===== src/rtl/systolic_result_drain_if.sv =====
// Stream bundle between the 2x2 systolic array, the result drain and its
// consumer. The drain uses the slave view; whatever drives tiles in and pulls
// elements out uses the master view.
interface systolic_result_drain_if #(
  parameter int ACC_WIDTH = 9,
  parameter int OUT_WIDTH = 8
);
  logic                 in_valid;
  logic [ACC_WIDTH-1:0] c00;
  logic [ACC_WIDTH-1:0] c01;
  logic [ACC_WIDTH-1:0] c10;
  logic [ACC_WIDTH-1:0] c11;
  logic                 out_valid;
  logic                 out_ready;
  logic [OUT_WIDTH-1:0] out_data;
  logic                 out_row;
  logic                 out_col;
  logic                 out_last;

  modport slave (
    input  in_valid, c00, c01, c10, c11, out_ready,
    output out_valid, out_data, out_row, out_col, out_last
  );

  modport master (
    output in_valid, c00, c01, c10, c11, out_ready,
    input  out_valid, out_data, out_row, out_col, out_last
  );
endinterface


===== src/rtl/systolic_result_drain.sv =====
// Result drain for the 2x2 systolic array.
// Captures one 2x2 tile per in_valid cycle into a DEPTH-entry tile FIFO and
// serialises the head tile as c00, c01, c10, c11 over a valid/ready stream.
// The array cannot be stalled, so a tile arriving while the FIFO is full and
// nothing pops is dropped and the sticky overflow flag is raised.
// Build option: define RESULT_SAT_EN to saturate elements to OUT_WIDTH bits;
// without it elements are truncated to their low OUT_WIDTH bits.
//
// state | meaning
// IDLE  | no tile buffered, out_valid low
// DRAIN | head tile being serialised, out_valid high
module systolic_result_drain #(
  parameter int ACC_WIDTH = 9,
  parameter int OUT_WIDTH = 8,
  parameter int DEPTH     = 2
) (
  input  logic                     clk,
  input  logic                     rst,
  systolic_result_drain_if.slave   bus,
  output logic [$clog2(DEPTH):0]   fifo_level,
  output logic                     overflow
);

  localparam int PW = $clog2(DEPTH);
  localparam int LW = PW + 1;
  localparam logic [LW-1:0] LEVEL_FULL = LW'(DEPTH);

  // Element 0 (c00) sits in the lowest slice so the element index selects it
  // directly.
  typedef logic [3:0][ACC_WIDTH-1:0] tile_t;
  typedef enum logic {IDLE, DRAIN} state_t;

  state_t               state_q;
  tile_t                mem [DEPTH];
  logic [PW-1:0]        rd_ptr_q;
  logic [PW-1:0]        wr_ptr_q;
  logic [1:0]           idx_q;
  logic [LW-1:0]        level_q;
  logic                 ovf_q;
  logic                 out_valid_q;
  logic [OUT_WIDTH-1:0] out_data_q;
  logic                 out_row_q;
  logic                 out_col_q;
  logic                 out_last_q;

  tile_t                in_tile;
  logic                 transfer;
  logic                 pop;
  logic                 full;
  logic                 push_ok;
  logic                 drop;
  logic [PW-1:0]        rd_nxt;
  logic [PW-1:0]        wr_nxt;
  logic [1:0]           idx_nxt;
  logic [LW-1:0]        level_nxt;
  logic                 have_next;
  tile_t                head_nxt;
  logic [ACC_WIDTH-1:0] elem_nxt;

  assign in_tile = {bus.c11, bus.c10, bus.c01, bus.c00};

`ifdef RESULT_SAT_EN
  localparam logic [ACC_WIDTH-1:0] SAT_MAX = ACC_WIDTH'((64'd1 << OUT_WIDTH) - 64'd1);

  function automatic logic [OUT_WIDTH-1:0] reduce_elem(input logic [ACC_WIDTH-1:0] e);
    if (e > SAT_MAX) begin
      return {OUT_WIDTH{1'b1}};
    end
    return OUT_WIDTH'(e);
  endfunction
`else
  function automatic logic [OUT_WIDTH-1:0] reduce_elem(input logic [ACC_WIDTH-1:0] e);
    return OUT_WIDTH'(e);
  endfunction
`endif

  // Next-cycle FIFO bookkeeping and the element that will be presented after
  // this edge. The new head may be the tile being written right now (push into
  // an empty FIFO, or push+pop with one tile buffered), so it is bypassed from
  // the inputs rather than read from the not-yet-written storage.
  always_comb begin
    transfer  = (state_q == DRAIN) && bus.out_ready;
    pop       = transfer && (idx_q == 2'd3);
    full      = (level_q == LEVEL_FULL);
    push_ok   = bus.in_valid && (!full || pop);
    drop      = bus.in_valid && full && !pop;
    rd_nxt    = pop     ? rd_ptr_q + PW'(1) : rd_ptr_q;
    wr_nxt    = push_ok ? wr_ptr_q + PW'(1) : wr_ptr_q;
    idx_nxt   = transfer ? idx_q + 2'd1 : idx_q;
    level_nxt = level_q;
    case ({push_ok, pop})
      2'b10:   level_nxt = level_q + LW'(1);
      2'b01:   level_nxt = level_q - LW'(1);
      default: level_nxt = level_q;
    endcase
    have_next = (level_nxt != '0);
    if (push_ok && (rd_nxt == wr_ptr_q)) begin
      head_nxt = in_tile;
    end else begin
      head_nxt = mem[rd_nxt];
    end
    elem_nxt = head_nxt[idx_nxt];
  end

  // Tile storage; pointers already restart on reset so contents need no clear.
  always_ff @(posedge clk) begin
    if (!rst && push_ok) begin
      mem[wr_ptr_q] <= in_tile;
    end
  end

  // Control FSM, FIFO pointers and registered stream outputs.
  always_ff @(posedge clk) begin
    if (rst) begin
      state_q     <= IDLE;
      rd_ptr_q    <= '0;
      wr_ptr_q    <= '0;
      idx_q       <= '0;
      level_q     <= '0;
      ovf_q       <= 1'b0;
      out_valid_q <= 1'b0;
      out_data_q  <= '0;
      out_row_q   <= 1'b0;
      out_col_q   <= 1'b0;
      out_last_q  <= 1'b0;
    end else begin
      rd_ptr_q <= rd_nxt;
      wr_ptr_q <= wr_nxt;
      idx_q    <= idx_nxt;
      level_q  <= level_nxt;
      if (drop) begin
        ovf_q <= 1'b1;
      end
      case (state_q)
        IDLE:    if (push_ok) state_q <= DRAIN;
        DRAIN:   if (!have_next) state_q <= IDLE;
        default: state_q <= IDLE;
      endcase
      out_valid_q <= have_next;
      if (have_next) begin
        out_data_q <= reduce_elem(elem_nxt);
        out_row_q  <= idx_nxt[1];
        out_col_q  <= idx_nxt[0];
        out_last_q <= (idx_nxt == 2'd3);
      end else begin
        out_data_q <= '0;
        out_row_q  <= 1'b0;
        out_col_q  <= 1'b0;
        out_last_q <= 1'b0;
      end
    end
  end

  assign bus.out_valid = out_valid_q;
  assign bus.out_data  = out_data_q;
  assign bus.out_row   = out_row_q;
  assign bus.out_col   = out_col_q;
  assign bus.out_last  = out_last_q;
  assign fifo_level    = level_q;
  assign overflow      = ovf_q;

endmodule


===== src/flat_wrapper.sv =====
// flat-port wrapper written by rule: the top's interface ports become plain ports
module systolic_result_drain_flat 
#(
  parameter int ACC_WIDTH = 9,
  parameter int OUT_WIDTH = 8,
  parameter int DEPTH     = 2
)
  (clk, rst, fifo_level, overflow, bus_in_valid, bus_c00, bus_c01, bus_c10, bus_c11, bus_out_ready, bus_out_valid, bus_out_data, bus_out_row, bus_out_col, bus_out_last);
  systolic_result_drain_if #(.ACC_WIDTH(ACC_WIDTH), .OUT_WIDTH(OUT_WIDTH)) bus_i ();
  input  logic clk;
  input  logic rst;
  output logic [$clog2(DEPTH):0] fifo_level;
  output logic overflow;
  input wire logic [$bits(bus_i.in_valid)-1:0] bus_in_valid;
  input wire logic [$bits(bus_i.c00)-1:0] bus_c00;
  input wire logic [$bits(bus_i.c01)-1:0] bus_c01;
  input wire logic [$bits(bus_i.c10)-1:0] bus_c10;
  input wire logic [$bits(bus_i.c11)-1:0] bus_c11;
  input wire logic [$bits(bus_i.out_ready)-1:0] bus_out_ready;
  output wire logic [$bits(bus_i.out_valid)-1:0] bus_out_valid;
  output wire logic [$bits(bus_i.out_data)-1:0] bus_out_data;
  output wire logic [$bits(bus_i.out_row)-1:0] bus_out_row;
  output wire logic [$bits(bus_i.out_col)-1:0] bus_out_col;
  output wire logic [$bits(bus_i.out_last)-1:0] bus_out_last;
  assign bus_i.in_valid = bus_in_valid;
  assign bus_i.c00 = bus_c00;
  assign bus_i.c01 = bus_c01;
  assign bus_i.c10 = bus_c10;
  assign bus_i.c11 = bus_c11;
  assign bus_i.out_ready = bus_out_ready;
  assign bus_out_valid = bus_i.out_valid;
  assign bus_out_data = bus_i.out_data;
  assign bus_out_row = bus_i.out_row;
  assign bus_out_col = bus_i.out_col;
  assign bus_out_last = bus_i.out_last;
  systolic_result_drain #(.ACC_WIDTH(ACC_WIDTH), .OUT_WIDTH(OUT_WIDTH), .DEPTH(DEPTH)) u_core (.clk(clk), .rst(rst), .bus(bus_i), .fifo_level(fifo_level), .overflow(overflow));
endmodule

===== config.mk =====
export PLATFORM = sky130hd
export DESIGN_NAME = systolic_result_drain_flat
export DESIGN_NICKNAME = d
export VERILOG_FILES = /design/src/rtl/systolic_result_drain_if.sv /design/src/rtl/systolic_result_drain.sv /design/src/flat_wrapper.sv
export SDC_FILE = /design/constraint.sdc
export NUM_CORES = 1
export LEC_CHECK = 0
export CORE_ASPECT_RATIO = 2
export CORE_MARGIN = 2
export CORE_UTILIZATION = 50
export DETAILED_ROUTE_END_ITERATION = 8
export PLACE_DENSITY = 0.74
export SYNTH_ARGS = -nofsm -noshare
export SYNTH_HDL_FRONTEND = slang
export SYNTH_SLANG_ARGS = --single-unit
export TNS_END_PERCENT = 50

===== constraint.sdc =====
create_clock -name clk -period 6.5 [get_ports clk]
set_input_delay 0.65 -clock clk [delete_from_list [all_inputs] [get_ports clk]]
set_output_delay 0.65 -clock clk [all_outputs]
set_load 0.02 [all_outputs]

==> impl_report.txt <==
RUN METRICS
----------------------------------------------------
[Synth]
  Number of flip-flops and latches in the synthesized netlist ........................ 84
  Net count of the mapped netlist ........................ 304
  Proportion of synthesized flip-flops having asynchronous set or reset ........................ 0%
  Most popular library cell in the synthesized design by count ........................ edfxtp_1
  AND/OR/NAND/NOR Cells, Area Fraction ........................ 9.623%
  Post-synth tally of flip-flops with integrated enable ........................ 64
  XOR Share, Synth ........................ 2.591%
  Area share of fa/ha/maj cells after synthesis ........................ 0.3365%

[Finish]
  Number of fillers in the final layout ........................ 553
  Area growth from synthesis to layout ........................ 21.84%
  Final cell area excluding filler cells ........................ 4531 µm²
  Final-stage net count ........................ 352
  Highest-count logic cell in the final layout ........................ edfxtp_1
  Utilization after layout ........................ 62.82%

[Critical path]
  CP bufs+invs ........................ 1
  Maximum single-stage delay on the critical path ........................ 0.90 ns
  Number of cells on the critical path ........................ 7
  Crit Path Category ........................ in -> reg
  Critical-path cell list ........................ clkdlybuf4s50_1 > nand2_2 > xnor2_4 > mux2i_1 > o21ai_0 > a31oi_1 > nor4_2
  Critical path arrival ........................ 3.19 ns
  Endpoint of the worst setup timing path ........................ u_core.bus.out_data[2]

[Final timing]
  Peak Freq ........................ 0.3357 GHz
  Unrepaired setup endpoints after global routing ........................ no
  Final-report hold violation count ........................ 0
  Min setup slack post-route ........................ 3.521 ns
  Actual slew at the worst max-slew pin ........................ 1.126 ns
  Sum of negative setup slack ........................ 0 ns

[Detailed routing]
  Remaining antenna violation count after routing ........................ 0
  Initial DRC Count ........................ 124

[Placed design]
  Routability congestion estimate from global placement ........................ 0.7550
  Number of placed instances, taps included ........................ 392
  Buffers added on ports ........................ 50
  DP HPWL ........................ 5099 µm
  Setup Slack @ Placement ........................ 3.162 ns

[GRT]
  Largest net degree at the start of global routing ........................ 33
  First-pass GRT wire length ........................ 11900 µm

[Power and ir drop]
  Power per cell area ........................ 269.8 nW/µm²
  Peak supply drop ........................ 0.1747 mV

[Floorplanning]
  Floorplan die width ........................ 64.98 µm
  Chip Height ........................ 126.0 µm

[CTS]
  H-tree depth ........................ 3
  Clock buffers created by TritonCTS ........................ 9
  Worst-case clock buffer depth ........................ 2

[Outcome]
  Outcome ........................ completed

----------------------------------------------------
[registers in the layout, indices dropped and copies added (netlist names)]
register,flops
u_core.bus.out_data,8
u_core.state_q,1
u_core.overflow,1
u_core.bus.out_last,1
u_core.fifo_level,2
u_core.bus.out_col,1
u_core.idx_q,2
u_core.rd_ptr_q,1
u_core.bus.out_row,1
u_core.wr_ptr_q,1
u_core.mem,64
u_core.bus.out_valid,1
[metal layers]
layer	wire length [µm]	global-route usage, %	part of all wire (%)
met2	4171	36.08	56
met3	287	4.018	3.8
met5	0	0	0
met1	2762	21.14	37
met4	288	11.26	3.8
[how the worst min path moves through the flow]
stage	from	to	depth (start not counted)
after global routing	u_core.overflow	u_core.overflow	2
after floorplan	u_core.wr_ptr_q	u_core.wr_ptr_q	2
after global placement	u_core.overflow	u_core.overflow	2
after detailed placement	u_core.overflow	u_core.overflow	2
final	u_core.overflow	u_core.overflow	2
after CTS	u_core.overflow	u_core.overflow	2
[final cells by class]
class / count / area share [%]
sequential: 84 / 51.26
inverter: 5 / 0.4142
clock inverter: 3 / 0.3314
multi-input combinational: 157 / 28.45
clock buffer: 13 / 5.302
timing repair buffer: 54 / 11.71
tap: 92 / 2.541
[where the power goes]
group | leakage, nW | internal (mW) | switching (mW)
clock network | 0.127 | 0.257 | 0.189
registers | 0.751 | 0.607 | 0.0120
logic | 0.695 | 0.0718 | 0.0849
[worst register-to-register path: cells and delay by family, from the launching register on]
family | cells | cell delay [ns]
XOR/XNOR | 1 | 0.69
multiplexers | 1 | 0.68
flip-flops | 1 | 0.43
AND-OR/OR-AND | 1 | 0.34
adder cells (fa/ha/maj) | 1 | 0.31
AND/OR/NAND/NOR | 2 | 0.29
Figure 1. Clock distribution.
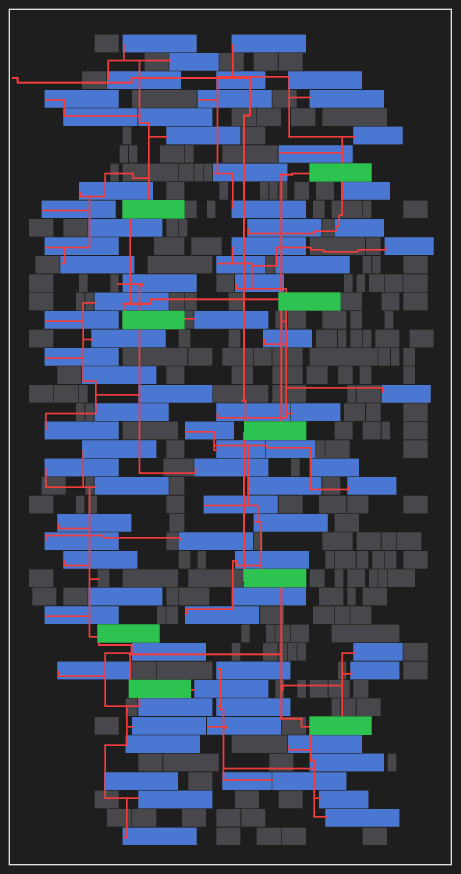
[blue] flip-flops | count: 84
[green] cells driving clock nets | count: 9
[red] clock wires | length: 995 µm
flops lie	widely spread

Figure 2. Cell sizes after repair.
Bar = 20 µm.
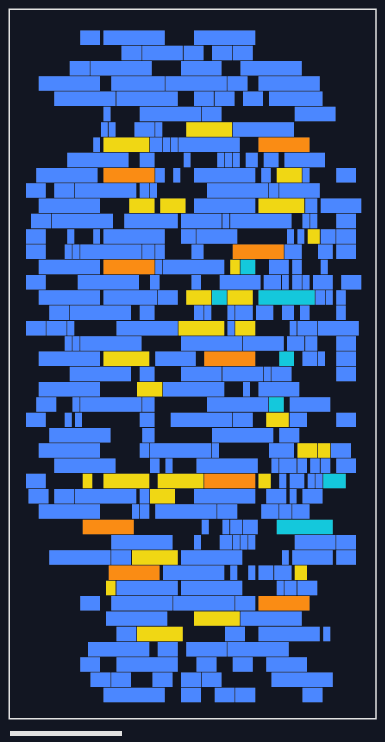
colour	size	cells	share
blue	drive 1 or less	273	86%
cyan	drive 3 to 4	7	2.2%
yellow	drive 2	27	8.5%
orange	drive 6 and up	9	2.8%

Figure 3. Clock wiring as the flow saved it.
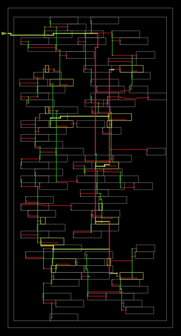
clock tree buffer count of the final layout: 13
setup skew after layout: 0.006677 ns
power drawn by the clock network: 446 µW

Figure 4. Signal wires on met4.
Bar = 20 µm.
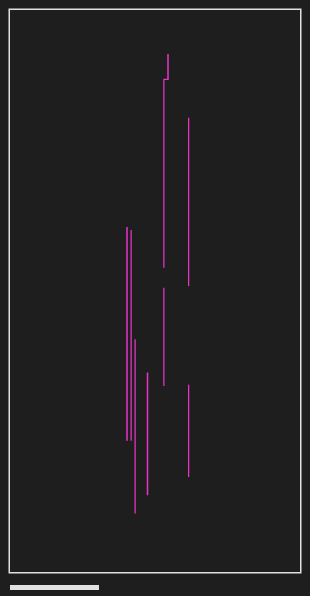
share of all routed wire	3.8%
longest straight run	47.6 µm

Power and IR drop assume default switching activity.
